**src/rtl/stack_control_unit.sv**
```systemverilog
// Stack-control decoder: decides return-address push (JAL) or pop (stop bit),
// computes the next stack pointer and flags boundary violations. Everything is
// combinational except the sticky error flag.
module stack_control_unit #(
  parameter int unsigned     SP_W    = 32,
  parameter logic [SP_W-1:0] SP_BASE = SP_W'(32'h0000_0000),
  parameter logic [SP_W-1:0] SP_MAX  = SP_W'(32'h0000_00FF)
) (
  input  logic            clk,
  input  logic            reset_n,
  input  logic [1:0]      instr_type,
  input  logic [4:0]      opcode,
  input  logic            stop_bit,
  input  logic [SP_W-1:0] sp,
  input  logic            commit,
  output logic            push,
  output logic            pop,
  output logic [SP_W-1:0] next_sp,
  output logic            overflow,
  output logic            underflow,
  output logic            stack_err
);

  typedef enum logic [1:0] {
    CLS_R = 2'b00,
    CLS_I = 2'b01,
    CLS_J = 2'b10,
    CLS_S = 2'b11
  } instr_class_e;

  localparam logic [4:0] OP_JAL = 5'b00001;

  logic push_req;
  logic pop_req;
  logic stack_err_q;
  logic stack_err_d;

  // Decode push/pop requests, guard the stack boundaries, derive next SP.
  always_comb begin
    push_req  = 1'b0;
    pop_req   = 1'b0;
    overflow  = 1'b0;
    underflow = 1'b0;
    push      = 1'b0;
    pop       = 1'b0;
    next_sp   = sp;

    // Push has priority: the stop bit on a JAL is ignored.
    push_req  = (instr_type == CLS_J) && (opcode == OP_JAL);
    pop_req   = stop_bit && !push_req;

    overflow  = push_req && (sp == SP_MAX);
    underflow = pop_req && (sp == SP_BASE);

    push      = push_req && !overflow;
    pop       = pop_req && !underflow;

    if (push) begin
      next_sp = sp + SP_W'(1);
    end else if (pop) begin
      next_sp = sp - SP_W'(1);
    end
  end

  // Sticky error: set when a boundary violation is committed, cleared only by reset.
  always_comb begin
    stack_err_d = stack_err_q;
    if (commit && (overflow || underflow)) begin
      stack_err_d = 1'b1;
    end
  end

  // Error flag register with asynchronous active-low clear.
  always_ff @(posedge clk or negedge reset_n) begin
    if (!reset_n) begin
      stack_err_q <= 1'b0;
    end else begin
      stack_err_q <= stack_err_d;
    end
  end

  assign stack_err = stack_err_q;

endmodule

```
**config.mk**
```make
export PLATFORM = sky130hd
export DESIGN_NAME = stack_control_unit
export DESIGN_NICKNAME = d
export VERILOG_FILES = /design/src/rtl/stack_control_unit.sv
export SDC_FILE = /design/constraint.sdc
export NUM_CORES = 1
export LEC_CHECK = 0
export CORE_MARGIN = 10
export CORE_UTILIZATION = 25
export CTS_CLUSTER_SIZE = 10
export DETAILED_ROUTE_END_ITERATION = 8
export GPL_ROUTABILITY_DRIVEN = 1
export SYNTH_ARGS = -nofsm -noshare
export SYNTH_HDL_FRONTEND = slang
export SYNTH_SLANG_ARGS = --single-unit
```
**constraint.sdc**
```tcl
create_clock -name clk -period 3.7 [get_ports clk]
set_input_delay 0.74 -clock clk [delete_from_list [all_inputs] [get_ports clk]]
set_output_delay 0.74 -clock clk [all_outputs]
set_load 0.01 [all_outputs]
```
### The metal 2 layer

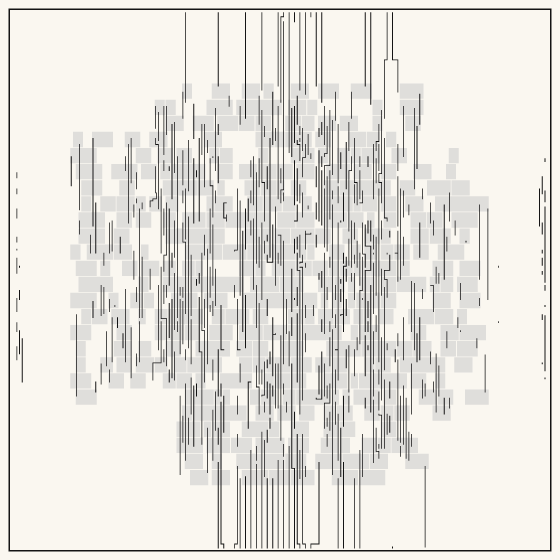
share of all routed wire: 49%
nets with wire on the layer: 352

### Cell placement

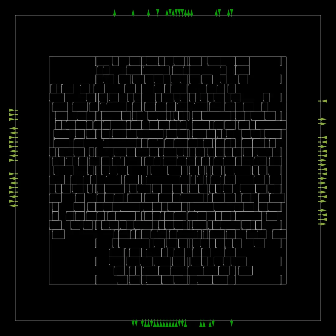
Site Rows: 25
Final Util: 62.8%

### Placed cells, one colour a class

Fill, decap, tap and diode cells in grey.
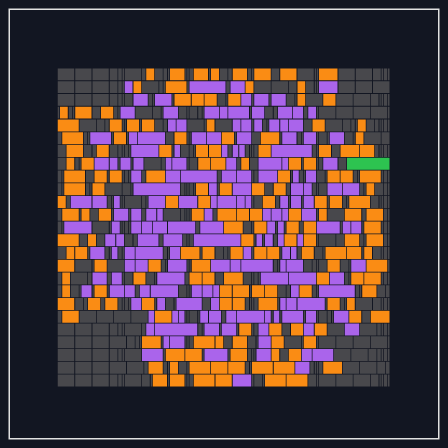
[green] flops | cells: 1 | share of their area: 0.85%
[purple] all other logic | cells: 177 | share of their area: 51%
[orange] other buffers and delay cells | cells: 170 | share of their area: 48%

### Signal wires on met3

Scale bar: 20 µm.
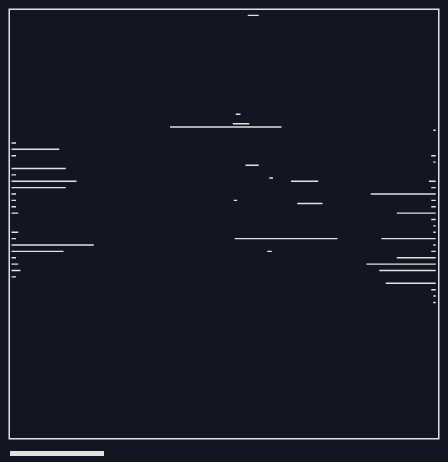
longest straight run: 23.5 µm
wire length on this layer: 236 µm
nets with wire on the layer: 49
main direction: horizontal
share of all routed wire: 3.7%
GR Layer Usage met3: 1.32%
vias: 2104

### I/O nets highlighted

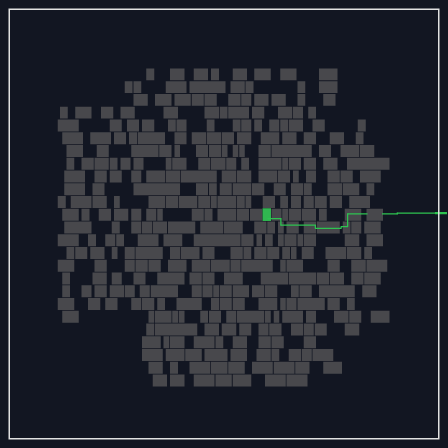
[green] `underflow` | bits: 1 | direction: output | end cells: 1 | buffers: 1 | wire: 37.7 µm

==> changes_impl.md <==
### Physical design

* GPL Wtd Cong at between 0.8 and 0.9
* GR peak layer: met2
* Final setup fails at 5
* Top cells by count, synth: xnor2_1 (17), xor2_1 (14), nand2_1 (13), nor2_1 (13)
* Pleak at ~1.4 nW
* Leading cell kind: logic gates
* Crit path depth at 9
* Main flop type: dfrtp_1
* Final setup margin at -0.235 ns
* Commonest non-fill, non-tap cell in the layout: buf_4
* P&R area growth vs syn at 138%
* EDFF count, synth at 0
* Hold Path Origin: stack_err$_DFFE_PN0P_
* Most frequent cells in the layout: buf_4 (81), buf_2 (22), xnor2_1 (17), dlymetal6s2s_1 (17), clkdlybuf4s50_1 (15)
* Core box area at between 4000 and 5000 µm²
* Initial core utilization at a little over a quarter
* Fillers at 461
* Max-Slew Margin vs Limit at 70.1%
* Asr flop ratio synth at 100%
* Final Power at approximately 0.00023 W
* Basic Gates by Area at between 40% and 50%
* YS chip area at approximately 1300 µm²
* Fin crit period at between 3 and 4 ns
* Max reg flops at 1
* Metal3 WL at roughly 240 µm
* Failing checks: negative setup slack
* Most frequent cell after synthesis: xnor2_1
* Non-filler cells, final at roughly 420
* WS Path Type: primary input to output pin
* M1 GR Usage at between 10% and 20%
* Top Metal Used: met4
* WP data required at about 3.0 ns
* Cells along the critical path: buf_6 -> or3_4 -> or4b_4 -> o41ai_4 -> inv_4 -> or4_4 -> a21oi_4 -> xor2_2 -> buf_2
* Vias in the first global route at between 2000 and 2500
* Logic Gate Count at approximately 170
* First-pass GRT wire length at approximately 10000 µm
* Syn Inst Count at approximately 190
* Setup Skew at 0 ns
* Die ar. at between 8000 and 9000 µm²
* Top cells, area: xnor2_1 (12%), xor2_1 (9.7%), nand4_1 (5.4%)
* Cell Type Count at 48
* Slowest stage cell, crit path: or4b_4
* DR pass1 iterations at 4
* GR Overflow Total at 0
* Ys Warns at 0
* Final Hold Violating Endpoints at 0
* Dpl ws at -0.863 ns
* Global router's overall resource usage at roughly 14%
* Delay-heaviest family, CP: simple AND/OR/NAND/NOR gates
* Mux frac, synth at 0%
* Yosys stat cell total at 190
* Max incr delay on CP at around 0.52 ns
* Synth logic family: simple AND/OR/NAND/NOR gates
* Unrepaired setup endpoints after global routing: true
* Port bufs at a little under 80
* XOR/XNOR Area Share at between 20 and 25%
* Final Cycle Share at 106%
* Final antenna-violating net count at 0
* # IOs at around 80
* HP Class: register to register
* Mapped Area at ~1300 µm²
* Sequential cells at 1
* Register area share after synthesis at under 10%
* Logic cell area at about 1500 µm²
* Worst Setup End Kind: output pin
* Metal-1 WL at just under 3000 µm
* Drt wl/cell at 15.3 µm
* CP startpoint: sp[14]
* Flop area at ~25 µm²
* Antenna cell count at 0
* P per Cell Area at roughly 76 nW/µm²
* Fin. max-slew vios at 0
* AO/OA Area Share at between 20% and 30%
* Post-synth top area cell: xnor2_1
* Reg2reg path depth at 1
* Avg Cell Area, Syn at about 6.7 µm²
* Vias/cell at ~5
* Die X at around 91 µm
* Initial drt markers at approximately 110
* Area share, top type at between 10% and 20%
* FMAX at between 200 and 300 MHz
* Met2 track demand over resource at between 20% and 30%
* Initial antenna violation count at 0
* Worst-Skew Late Latency at 0 ns
* RR Endpoint: stack_err$_DFFE_PN0P_
* VDD IR max at about 0.000047 V
* Worst EP arrival at between 3 and 4 ns
* Status: finished with violations
* Max Cap Viol at 0
* Post-DP HPWL at approximately 5100 µm
* Worst-path clk slew at 0 ns
* Logic share of the area at between 40% and 50%
* Post-route DRC violation count at 0
* Drt total wl at 6360 µm
* Hold Path Depth at 1
* Final #Nets at 395
* R2R Path Start: stack_err$_DFFE_PN0P_
* Pin count of the biggest net entering global routing at 9
* CP Buf/Inv Count at 3
* Max FO, Critical Path at 2
* Wire length on met2 at 3130 µm
* Seq area share at less than 1%
* Tap Count at ~67
* FF+latch count, synth at 1
* Reg2reg setup slack at 3.07 ns
* Chip height at approximately 90 µm
* CP endpoint: next_sp[30]
* Worst Hold Path EP: stack_err$_DFFE_PN0P_
* Worst slew pin tran at ~0.44 ns
* Synth Area in Adders at just under 2%
* OpenROAD warnings at 33
* Dpl cells at between 400 and 500
* Logic inverters at 5
* Share of cells above drive strength 1 at 49.4%
* Crit start category: primary input
* Mapped Nets at 235
## through the flow
stage	cell area [µm²]	TNS [ns]	hold slack, ns
floorplan	1280	-0.149	0.444
global placement	2720	-19.78	0.450
detailed placement	2720	-19.75	0.495
CTS	2900	-0.387	0.495
global route	3020	-0.948	0.499
finish	3020	-0.324	0.475
## power by group
part | leakage (nW) | switching, W | internal [W]
Clock | 0 | 0 | 0
Combinational | 1.37 | 0.000101 | 0.000118
Sequential | 0.0140 | 0.0000000000000539 | 0.0000111
Total | 1.38 | 0.000101 | 0.000130
## timing repair
item	CTS	global route
pin swaps	29	19
resized	182	40
setup endpoints to repair	35	35
buffers inserted	10	3
hold buffers	0	0
gates cloned	0	0
No activity file was given, so power comes from the tool's default toggle rates.
